File: config.mk
export PLATFORM = sky130hd
export DESIGN_NAME = seq_divider
export DESIGN_NICKNAME = d
export VERILOG_FILES = /design/src/rtl/seq_divider_pkg.sv /design/src/rtl/seq_divider_div_step.sv /design/src/rtl/seq_divider.sv
export SDC_FILE = /design/constraint.sdc
export NUM_CORES = 1
export LEC_CHECK = 0
export ABC_AREA = 1
export CAP_MARGIN = 20
export CORE_MARGIN = 2
export CORE_UTILIZATION = 45
export CTS_CLUSTER_SIZE = 20
export DETAILED_ROUTE_END_ITERATION = 12
export GPL_TIMING_DRIVEN = 0
export PLACE_DENSITY_LB_ADDON = 0.08
export RECOVER_POWER = 50
export SLEW_MARGIN = 20
export SYNTH_ARGS = -nofsm -noshare
export SYNTH_HDL_FRONTEND = slang
export SYNTH_SLANG_ARGS = --single-unit
File: constraint.sdc
create_clock -name clk -period 2 [get_ports clk]
set_input_delay 0.3 -clock clk [delete_from_list [all_inputs] [get_ports clk]]
set_output_delay 0.3 -clock clk [all_outputs]
set_load 0.05 [all_outputs]
File: src/rtl/seq_divider_pkg.sv
// Shared types and helpers for the sequential restoring divider.
// Optional signed support is enabled by defining SEQ_DIVIDER_SIGNED_EN.
package seq_divider_pkg;

    // Controller states. FIXUP is only entered in the signed build.
    typedef enum logic [1:0] {
        IDLE  = 2'd0,
        CALC  = 2'd1,
        FIXUP = 2'd2,
        DONE  = 2'd3
    } state_t;

    // Quotient reported for a zero divisor; sliced to the dividend width by users.
    localparam logic [63:0] DBZ_QUOTIENT_ALL = '1;

    // Ceiling log2, used to size the iteration counter (must hold DIVIDEND_W).
    function automatic int clog2(input int value);
        int result;
        result = 0;
        for (int i = 0; i < 31; i++) begin
            if ((1 << i) < value) begin
                result = i + 1;
            end
        end
        return result;
    endfunction

endpackage

File: src/rtl/seq_divider_div_step.sv
// One radix-2 restoring division step: shift the partial remainder left,
// bring in the next dividend bit, subtract the divisor when it fits.
module div_step #(
    parameter int DIVISOR_W = 4
) (
    input  logic [DIVISOR_W:0]   rem_in,
    input  logic                 bit_in,
    input  logic [DIVISOR_W-1:0] divisor,
    output logic [DIVISOR_W:0]   rem_out,
    output logic                 q_bit
);

    logic [DIVISOR_W+1:0] shifted;

    // Trial subtraction; the remainder is restored by simply not taking the difference.
    always_comb begin
        shifted = {rem_in, bit_in};
        q_bit   = (shifted >= {2'b00, divisor});
        rem_out = q_bit ? (DIVISOR_W+1)'(shifted - {2'b00, divisor})
                        : shifted[DIVISOR_W:0];
    end

endmodule

File: src/rtl/seq_divider.sv
// Multi-cycle unsigned divider, one quotient bit per clock, one operation in flight.
// Define SEQ_DIVIDER_SIGNED_EN to add the signed_mode port and the FIXUP state.
//
// Handshakes: a transfer happens on a rising edge where valid && ready are both
// high. in_ready is high only in IDLE; out_valid is high only in DONE, and the
// result outputs stay constant for as long as out_valid is high and out_ready low.
module seq_divider
    import seq_divider_pkg::*;
#(
    parameter int DIVIDEND_W = 8,
    parameter int DIVISOR_W  = 4
) (
    input  logic                  clk,
    input  logic                  rst,
    input  logic                  in_valid,
    output logic                  in_ready,
    input  logic [DIVIDEND_W-1:0] dividend,
    input  logic [DIVISOR_W-1:0]  divisor,
`ifdef SEQ_DIVIDER_SIGNED_EN
    input  logic                  signed_mode,
`endif
    output logic                  out_valid,
    input  logic                  out_ready,
    output logic [DIVIDEND_W-1:0] quotient,
    output logic [DIVISOR_W-1:0]  remainder,
    output logic                  div_by_zero,
    output state_t                dbg_state
);

    localparam int                    CNT_W        = clog2(DIVIDEND_W + 1);
    localparam logic [CNT_W-1:0]      CNT_LOAD     = CNT_W'(DIVIDEND_W);
    localparam logic [DIVIDEND_W-1:0] DBZ_QUOTIENT = DBZ_QUOTIENT_ALL[DIVIDEND_W-1:0];

`ifdef SEQ_DIVIDER_SIGNED_EN
    localparam state_t AFTER_CALC = FIXUP;
`else
    localparam state_t AFTER_CALC = DONE;
`endif

    state_t                state;
    state_t                state_nxt;
    logic [CNT_W-1:0]      count;
    logic [DIVIDEND_W-1:0] dvd_sh;
    logic [DIVIDEND_W-1:0] quo;
    logic [DIVISOR_W-1:0]  dvs;
    logic [DIVISOR_W:0]    prem;
    logic [DIVISOR_W:0]    prem_nxt;
    logic                  dbz;
    logic                  q_bit;
    logic                  accept;
    logic                  divisor_zero;
    logic [DIVIDEND_W-1:0] mag_dividend;
    logic [DIVISOR_W-1:0]  mag_divisor;

    assign accept       = in_valid && in_ready;
    assign divisor_zero = (divisor == '0);

`ifdef SEQ_DIVIDER_SIGNED_EN
    logic neg_a;
    logic neg_b;
    logic neg_q;
    logic neg_r;

    // Signed operands are divided as magnitudes; signs are reapplied in FIXUP.
    assign neg_a        = signed_mode & dividend[DIVIDEND_W-1];
    assign neg_b        = signed_mode & divisor[DIVISOR_W-1];
    assign mag_dividend = neg_a ? -dividend : dividend;
    assign mag_divisor  = neg_b ? -divisor : divisor;
`else
    assign mag_dividend = dividend;
    assign mag_divisor  = divisor;
`endif

    div_step #(
        .DIVISOR_W(DIVISOR_W)
    ) u_step (
        .rem_in  (prem),
        .bit_in  (dvd_sh[DIVIDEND_W-1]),
        .divisor (dvs),
        .rem_out (prem_nxt),
        .q_bit   (q_bit)
    );

    // State register.
    always_ff @(posedge clk) begin
        if (rst) begin
            state <= IDLE;
        end else begin
            state <= state_nxt;
        end
    end

    // Next-state and handshake outputs.
    always_comb begin
        state_nxt = state;
        in_ready  = 1'b0;
        out_valid = 1'b0;
        case (state)
            IDLE: begin
                in_ready = 1'b1;
                if (in_valid) begin
                    state_nxt = divisor_zero ? DONE : CALC;
                end
            end
            CALC: begin
                if (count == CNT_W'(1)) begin
                    state_nxt = AFTER_CALC;
                end
            end
`ifdef SEQ_DIVIDER_SIGNED_EN
            FIXUP: begin
                state_nxt = DONE;
            end
`endif
            DONE: begin
                out_valid = 1'b1;
                if (out_ready) begin
                    state_nxt = IDLE;
                end
            end
            default: begin
                state_nxt = IDLE;
            end
        endcase
    end

    // Datapath: operand capture, one restoring step per CALC cycle, sign fix-up.
    always_ff @(posedge clk) begin
        if (rst) begin
            count  <= '0;
            dvd_sh <= '0;
            dvs    <= '0;
            quo    <= '0;
            prem   <= '0;
            dbz    <= 1'b0;
`ifdef SEQ_DIVIDER_SIGNED_EN
            neg_q  <= 1'b0;
            neg_r  <= 1'b0;
`endif
        end else begin
            case (state)
                IDLE: begin
                    if (accept) begin
                        prem   <= '0;
                        dvd_sh <= mag_dividend;
                        dvs    <= mag_divisor;
`ifdef SEQ_DIVIDER_SIGNED_EN
                        neg_q  <= neg_a ^ neg_b;
                        neg_r  <= neg_a;
`endif
                        if (divisor_zero) begin
                            count <= '0;
                            quo   <= DBZ_QUOTIENT;
                            dbz   <= 1'b1;
                        end else begin
                            count <= CNT_LOAD;
                            quo   <= '0;
                            dbz   <= 1'b0;
                        end
                    end
                end
                CALC: begin
                    dvd_sh <= dvd_sh << 1;
                    prem   <= prem_nxt;
                    quo    <= {quo[DIVIDEND_W-2:0], q_bit};
                    count  <= count - CNT_W'(1);
                end
`ifdef SEQ_DIVIDER_SIGNED_EN
                FIXUP: begin
                    // Truncation toward zero: remainder follows the dividend's sign.
                    if (neg_q) begin
                        quo <= -quo;
                    end
                    if (neg_r) begin
                        prem <= {1'b0, -prem[DIVISOR_W-1:0]};
                    end
                end
`endif
                default: begin
                end
            endcase
        end
    end

    assign quotient    = quo;
    assign remainder   = prem[DIVISOR_W-1:0];
    assign div_by_zero = dbz;
    assign dbg_state   = state;

endmodule

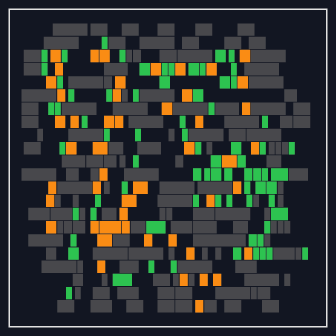
**Above:** run 1 (gate families picked out).
legend:
  inverting AOI/OAI gates:
    color: orange
    cells: 49
  NAND gates:
    color: green
    cells: 74
post-route non-filler standard cell count: 304
Commonest Layout Cell: nand2_1
Comb/total area: 0.384

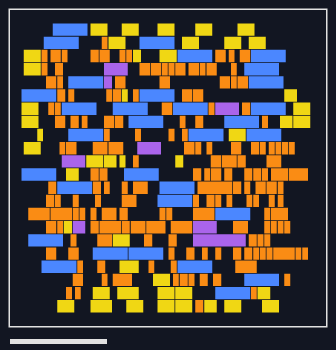
**Above:** run 1 (placed cells, one color a class).
Bar = 20 um.
legend:
  clock drivers and dummy loads:
    color: purple
    cells: 8
    share_of_their_area: 5.3%
  flip-flops:
    color: blue
    cells: 32
    share_of_their_area: 31%
  other buffers and delay cells:
    color: yellow
    cells: 45
    share_of_their_area: 20%
  all other logic:
    color: orange
    cells: 171
    share_of_their_area: 44%
sequential share of cell area: 0.299
row count: 22
fin area: 0.00214 sq mm
core area: 0.00363 sq mm

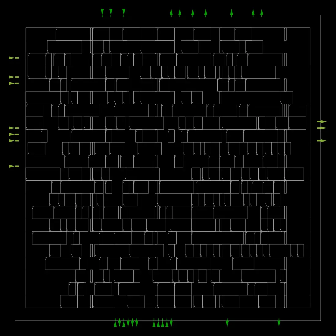
**Above:** run 1 (cell outlines without signal wires).
Core Util, Final: 0.590
flop count: 32
tap cells: 48
Filler Cell Count: 375

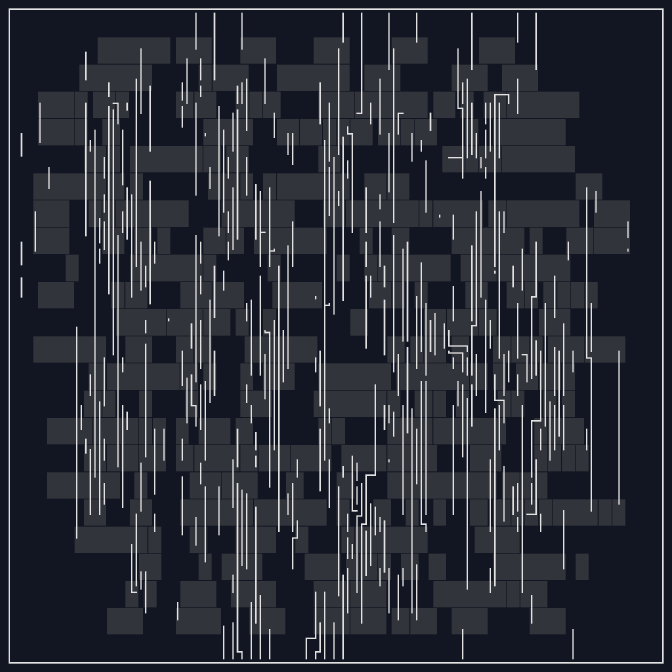
**Above:** run 1 (signal wires on met2).
share of all routed wire: 49%
nets with wire on the layer: 215
longest straight run: 34.7 um
grt met2 use: 0.327
Post-Route WL: 3590 um
via count: 1490

-- run 1: stage by stage --
step                      cells   util  power (mW)  setup slack (ns)
after floorplan             216      -        1.43             0.242
after global placement      296  0.570        1.63             0.237
after detailed placement    296  0.570        1.64             0.230
after CTS                   304  0.600        2.26           0.00817
after global routing        304  0.590        2.35            0.0234
final                       304  0.590        2.21             0.104
-- run 1: Yosys cell counts --
cell       n
nor3_1     1
clkinv_4   1
o21ai_0   12
or2_2      1
a21oi_1   12
fa_1       1
nor2_2     1
clkbuf_1   1
buf_12     1
nand2_1   49
o22ai_1    1
inv_1     21
dfxtp_1   32
nand3_1    7
nand3_2    2
buf_8      1
buf_4      6
o21ai_1    2
a21oi_2    5
buf_1      1
a31oi_1   15
buf_2      2
o21ai_2    1
o211ai_2   1
and2_1     1
nor2_4     1
inv_2      1
inv_6      1
nand4_1    4
xor2_1     3
buf_6      1
ha_1       6
nor2_1     9
nand2_4    3
nand2_2    9
-- run 1: how the worst min path moves through the flow --
stage	start	end	slack, ns	cells past startpoint
floorplan	dvs[2]$_SDFFE_PP0P_	dvs[2]$_SDFFE_PP0P_	0.43	2
global placement	dvs[2]$_SDFFE_PP0P_	dvs[2]$_SDFFE_PP0P_	0.45	2
detailed placement	dvs[2]$_SDFFE_PP0P_	dvs[2]$_SDFFE_PP0P_	0.46	2
finish	div_by_zero$_SDFFE_PP0P_	div_by_zero$_SDFFE_PP0P_	0.47	2
CTS	div_by_zero$_SDFFE_PP0P_	div_by_zero$_SDFFE_PP0P_	0.48	2
global route	dvd_sh[4]$_SDFFE_PP0P_	dvd_sh[5]$_SDFFE_PP0P_	0.50	2
-- run 1: power breakdown --
group	internal, mW	switching, mW
Combinational	0.316	0.517
Sequential	0.710	0.0548
Clock	0.368	0.247
Total	1.39	0.818
==> run summary, run 1 <==
yosys + openroad results -> outcome complete, no violations, Setup-failing EPs final 0, TritonRoute pass-1 iters 4, Floorplan Nets ~240, Synth warnings 0, CP delay by family, top buffers and inverters, initial antenna violation count 0, Post-Synth Adder-Cell Area 0.0563, H-tree Lvls 2, RSZ-0062 raised after global routing no, met1 WL roughly 1700 um, met2 WL post-DR ~1700 um, Top Layout Cells 51 x nand2_1, 32 x dfxtp_1, 29 x clkdlybuf4s50_1, Comb area 823 sq um, hold buffer count at cts 0, met3 GRT Util 0.0462, area fraction in compound gates 0.175, layout cells sized above 1 0.160, Avg Inst Size Synth between 7 and 8 sq um, Slowest cell on crit path clkdlybuf4s50_1, post_cts resized 0, max_cap viols 0, distinct cell type count after synthesis 35, R2R Path Start dvd_sh[7]$_SDFFE_PP0P_, final critical-path required period ~1.9 ns, grt met1 use 0.210, placed cell area around 0.0021 sq mm, Leakage 0.901 nW
==> inputs of run 2 (changes only) <==
--- a/config.mk
+++ b/config.mk
@@ -14,6 +14,7 @@
 export GPL_TIMING_DRIVEN = 0
 export PLACE_DENSITY_LB_ADDON = 0.08
 export RECOVER_POWER = 50
+export SKIP_CTS_REPAIR_TIMING = 1
 export SLEW_MARGIN = 20
 export SYNTH_ARGS = -nofsm -noshare
 export SYNTH_HDL_FRONTEND = slang
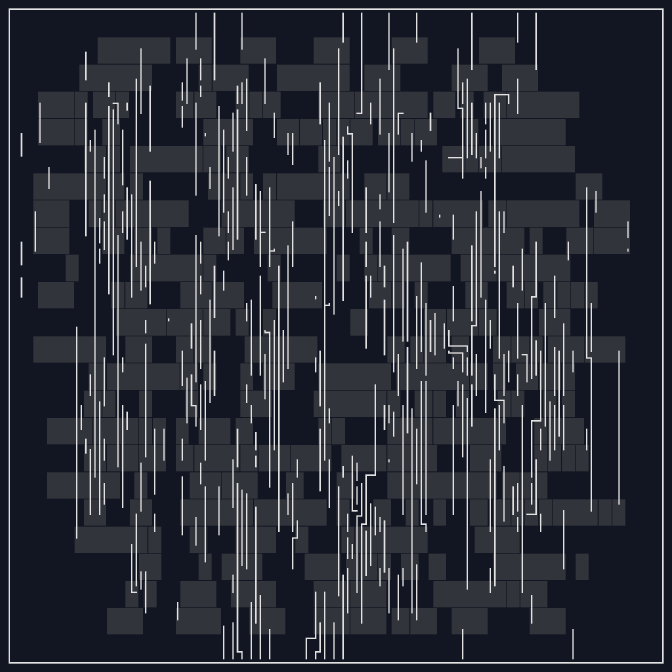
**Above:** run 2 (signal wires on met2).
wire length on this layer: 1750 um
share of all routed wire: 49%
nets with wire on the layer: 215

==> run summary, run 2 <==
yosys + openroad results -> initial antenna violation count 0 (unchanged), Leakage 0.901 nW (unchanged), Synth warnings 0 (unchanged), placed cell area 0.00207 sq mm (unchanged), top cells by count, synth 49 x nand2_1, 32 x dfxtp_1, 21 x inv_1, # placed instances 296 (unchanged), switch share 0.370 (unchanged), grt met1 use 0.210 (unchanged), TritonRoute pass-1 iters 4 (unchanged), outcome complete, no violations, Avg Inst Size Synth 7.82 sq um (unchanged), Setup-failing EPs final 0 (unchanged), Commonest Layout Cell nand2_1, Post-Synth Adder-Cell Area 0.0563 (unchanged), area fraction in compound gates 0.175 (unchanged), number of enable flip-flop cells 0 (unchanged), fin area 0.00214 sq mm (unchanged), async set or reset register ratio after synthesis 0 (unchanged), grt met2 use 0.327 (unchanged), Post-Route WL 3590 um (unchanged), met1 WL 1680 um (unchanged), Int Pwr 1.39 mW (unchanged), cell with the most instances after synthesis nand2_1, share of power burned in registers 0.346 (about the same)
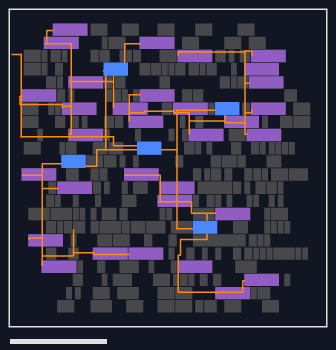
**Above:** run 2 (clock distribution).
Bar = 20 um.
legend:
  clock wires:
    color: orange
    length: 408 um
  cells driving clock nets:
    color: blue
    count: 5
  flip-flops:
    color: purple
    count: 32
flops lie: spread over the die
routed clock nets: 6
clock power share: 0.278
clk latency late pin: 0.29 ns
skew final: 0.00494 ns
Clock Power: 0.615 mW

run 2: cell counts in the layout (fill, tap and decap cells not counted):
No cell type changed its count.
run 2: worst paths after layout:
kind | cells past startpoint | to | slack, ns | start
worst max-delay path | 2 | remainder[0] | 0.10 | prem[0]$_SDFFE_PP0P_
worst min-delay path | 2 | div_by_zero$_SDFFE_PP0P_ | 0.47 | div_by_zero$_SDFFE_PP0P_
worst min register to register | 2 | div_by_zero$_SDFFE_PP0P_ | 0.47 | div_by_zero$_SDFFE_PP0P_
worst max register to register | 9 | prem[0]$_SDFFE_PP0P_ | 0.20 | dvd_sh[7]$_SDFFE_PP0P_
run 2: layout make-up:
type / count / area [sq um] / share of cell area
multi-input cells: 147 / 823 / 0.384
flip-flops and latches: 32 / 641 / 0.299
repair buffers: 32 / 325 / 0.152
inverters: 24 / 100 / 0.0467
plain buffers: 13 / 82.6 / 0.0385
clock buffers: 5 / 68.8 / 0.0321
well taps: 48 / 60.1 / 0.0280
clock inverters: 3 / 42.5 / 0.0198
run 2: power by group through the flow:
| stage | clock network (mW) | registers [mW] | logic [mW] |
|---|---|---|---|
| 2_1_floorplan | 0 | 0.807 | 0.625 |
| 3_3_place_gp | 0 | 0.781 | 0.851 |
| 3_5_place_dp | 0 | 0.780 | 0.857 |
| 4_1_cts | 0.627 | 0.766 | 0.865 |
| 5_1_grt | 0.656 | 0.776 | 0.919 |
| 6_report | 0.615 | 0.765 | 0.832 |
run 2: worst register-to-register path, cell delays in order (launching register included):
cell and delay (ns):
dfxtp_1 0.33, inv_1 0.07, ha_1 0.21, fa_1 0.44, inv_1 0.09, nand3_2 0.13, nand3_2 0.17, nand2_1 0.07
nand3_1 0.08, a21oi_1 0.07
**Run 2: cell outlines without signal wires**

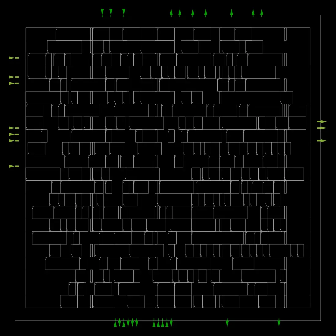

==> inputs of run 3 (changes only) <==
--- a/config.mk
+++ b/config.mk
@@ -7,6 +7,7 @@
 export LEC_CHECK = 0
 export ABC_AREA = 1
 export CAP_MARGIN = 20
+export CORE_ASPECT_RATIO = 1.5
 export CORE_MARGIN = 2
 export CORE_UTILIZATION = 45
 export CTS_CLUSTER_SIZE = 20
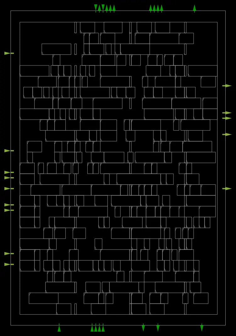
**Above:** run 3 (cell outlines without signal wires).
row count: 27
Core Util, Final: 0.584
post-route non-filler standard cell count: 299

==> run summary, run 3 <==
yosys + openroad results -> outcome complete, no violations, grt met2 use 0.313 (-0.0131), WHS 0.459 ns, final critical-path required period between 1.5 and 2 ns, Starting Density 0.463, register area 641 sq um (unchanged), Comb area 818 sq um (-0.61%), crit-path cells buf_4 -> clkdlybuf4s50_1, worst slack, placed between 0.2 and 0.3 ns, Highest Clock Rate about 520 MHz, top cells by count, synth 49 x nand2_1, 32 x dfxtp_1, 21 x inv_1, Avg Inst Size Synth 7.82 sq um (unchanged), number of enable flip-flop cells 0 (unchanged), WL/cell 12.1 um, RSZ-0062 raised after global routing no, Top Layout Cells 51 x nand2_1, 32 x dfxtp_1, 29 x clkdlybuf4s50_1, CTS Sinks 32, Required @ worst endpoint about 1.7 ns, setup_tns 0 ns, Seq share, synth 0.379, largest net degree at the start of global routing 12, R2R Path Start dvd_sh[7]$_SDFFE_PP0P_, PwrDens ~1000 mW/mm^2, initial antenna violation count 0 (unchanged), gr ovfl total 0, skew final 0.00446 ns (-0.000482 ns), grt met1 use 0.212 (+0.00204), placed cell area 0.00206 sq mm (-0.30%), Min-Delay Path Class reg -> reg, clk latency late pin 0.28 ns (about the same), fin area 0.00213 sq mm (-0.58%), async set or reset register ratio after synthesis 0 (unchanged), Num CTS Buffers 5, Post-Route WL 3610 um (+0.53%), # placed instances 291 (-1.7%), Setup-failing EPs final 0 (unchanged), max_cap viols 0, Synth warnings 0 (unchanged), TritonRoute pass-1 iters 4 (unchanged), max layer used met4, worst setup path startpoint prem[3]$_SDFFE_PP0P_, Leakage 0.898 nW (-0.35%), Hold Crit Start dvs[2]$_SDFFE_PP0P_, met1 WL 1580 um (-6.2%), Commonest Layout Cell nand2_1, cell with the most instances after synthesis nand2_1, Hold Vio Cnt, Final 0
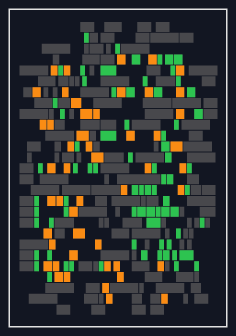
**Above:** run 3 (gate families picked out).
legend:
  NAND gates:
    color: green
    cells: 74
  inverting AOI/OAI gates:
    color: orange
    cells: 49
Comb/total area: 0.384

==> run 3: netlist changes by cell type in the layout (fill, tap and decap cells not counted) <==
| cell | before | now |
|---|---|---|
| buf_1 | 0 | 1 |
| buf_2 | 2 | 1 |
| o211ai_1 | 0 | 1 |
| o211ai_2 | 1 | 0 |
==> run 3: worst register-to-register path, stage by stage, from the launching register on <==
cell and delay, ns:
dfxtp_1 0.33, inv_1 0.06, ha_1 0.20, fa_1 0.44
inv_1 0.09, nand3_2 0.14, nand3_2 0.17, nand2_1 0.07
nand3_1 0.08, a21oi_1 0.06
==> run 3: layout make-up <==
type | instances | area share
clock inverter | 3 | 0.0200
clock buffer | 5 | 0.0323
sequential | 32 | 0.301
inverter | 24 | 0.0470
multi-input combinational | 147 | 0.384
tap | 43 | 0.0252
buffer | 13 | 0.0382
timing repair buffer | 32 | 0.153
==> run 3: worst paths after layout <==
check	to	slack, ns	cells past startpoint
hold reg to reg	dvs[2]$_SDFFE_PP0P_	0.46	2
setup reg to reg	prem[2]$_SDFFE_PP0P_	0.23	9
setup / recovery	remainder[3]	0.08	2
hold / removal	dvs[2]$_SDFFE_PP0P_	0.46	2
==> run 3: cell families after synthesis <==
| family | Yosys count | synth area share |
|---|---|---|
| and+or+nand+nor | 88 | 0.250 |
| AOI/OAI and AO/OA | 49 | 0.175 |
| buffers and inverters | 37 | 0.124 |
| DFF | 32 | 0.379 |
| adders and majority gates | 7 | 0.0563 |
| xor gates and xnor gates | 3 | 0.0156 |
==> run 3: power by group <==
group          total (mW)  switching (mW)  leakage, nW  internal [mW]
Sequential          0.768          0.0580        0.262          0.710
Clock               0.621           0.253       0.0541          0.368
Combinational       0.835           0.521        0.582          0.314
No activity file was given, so power comes from the tool's default toggle rates.
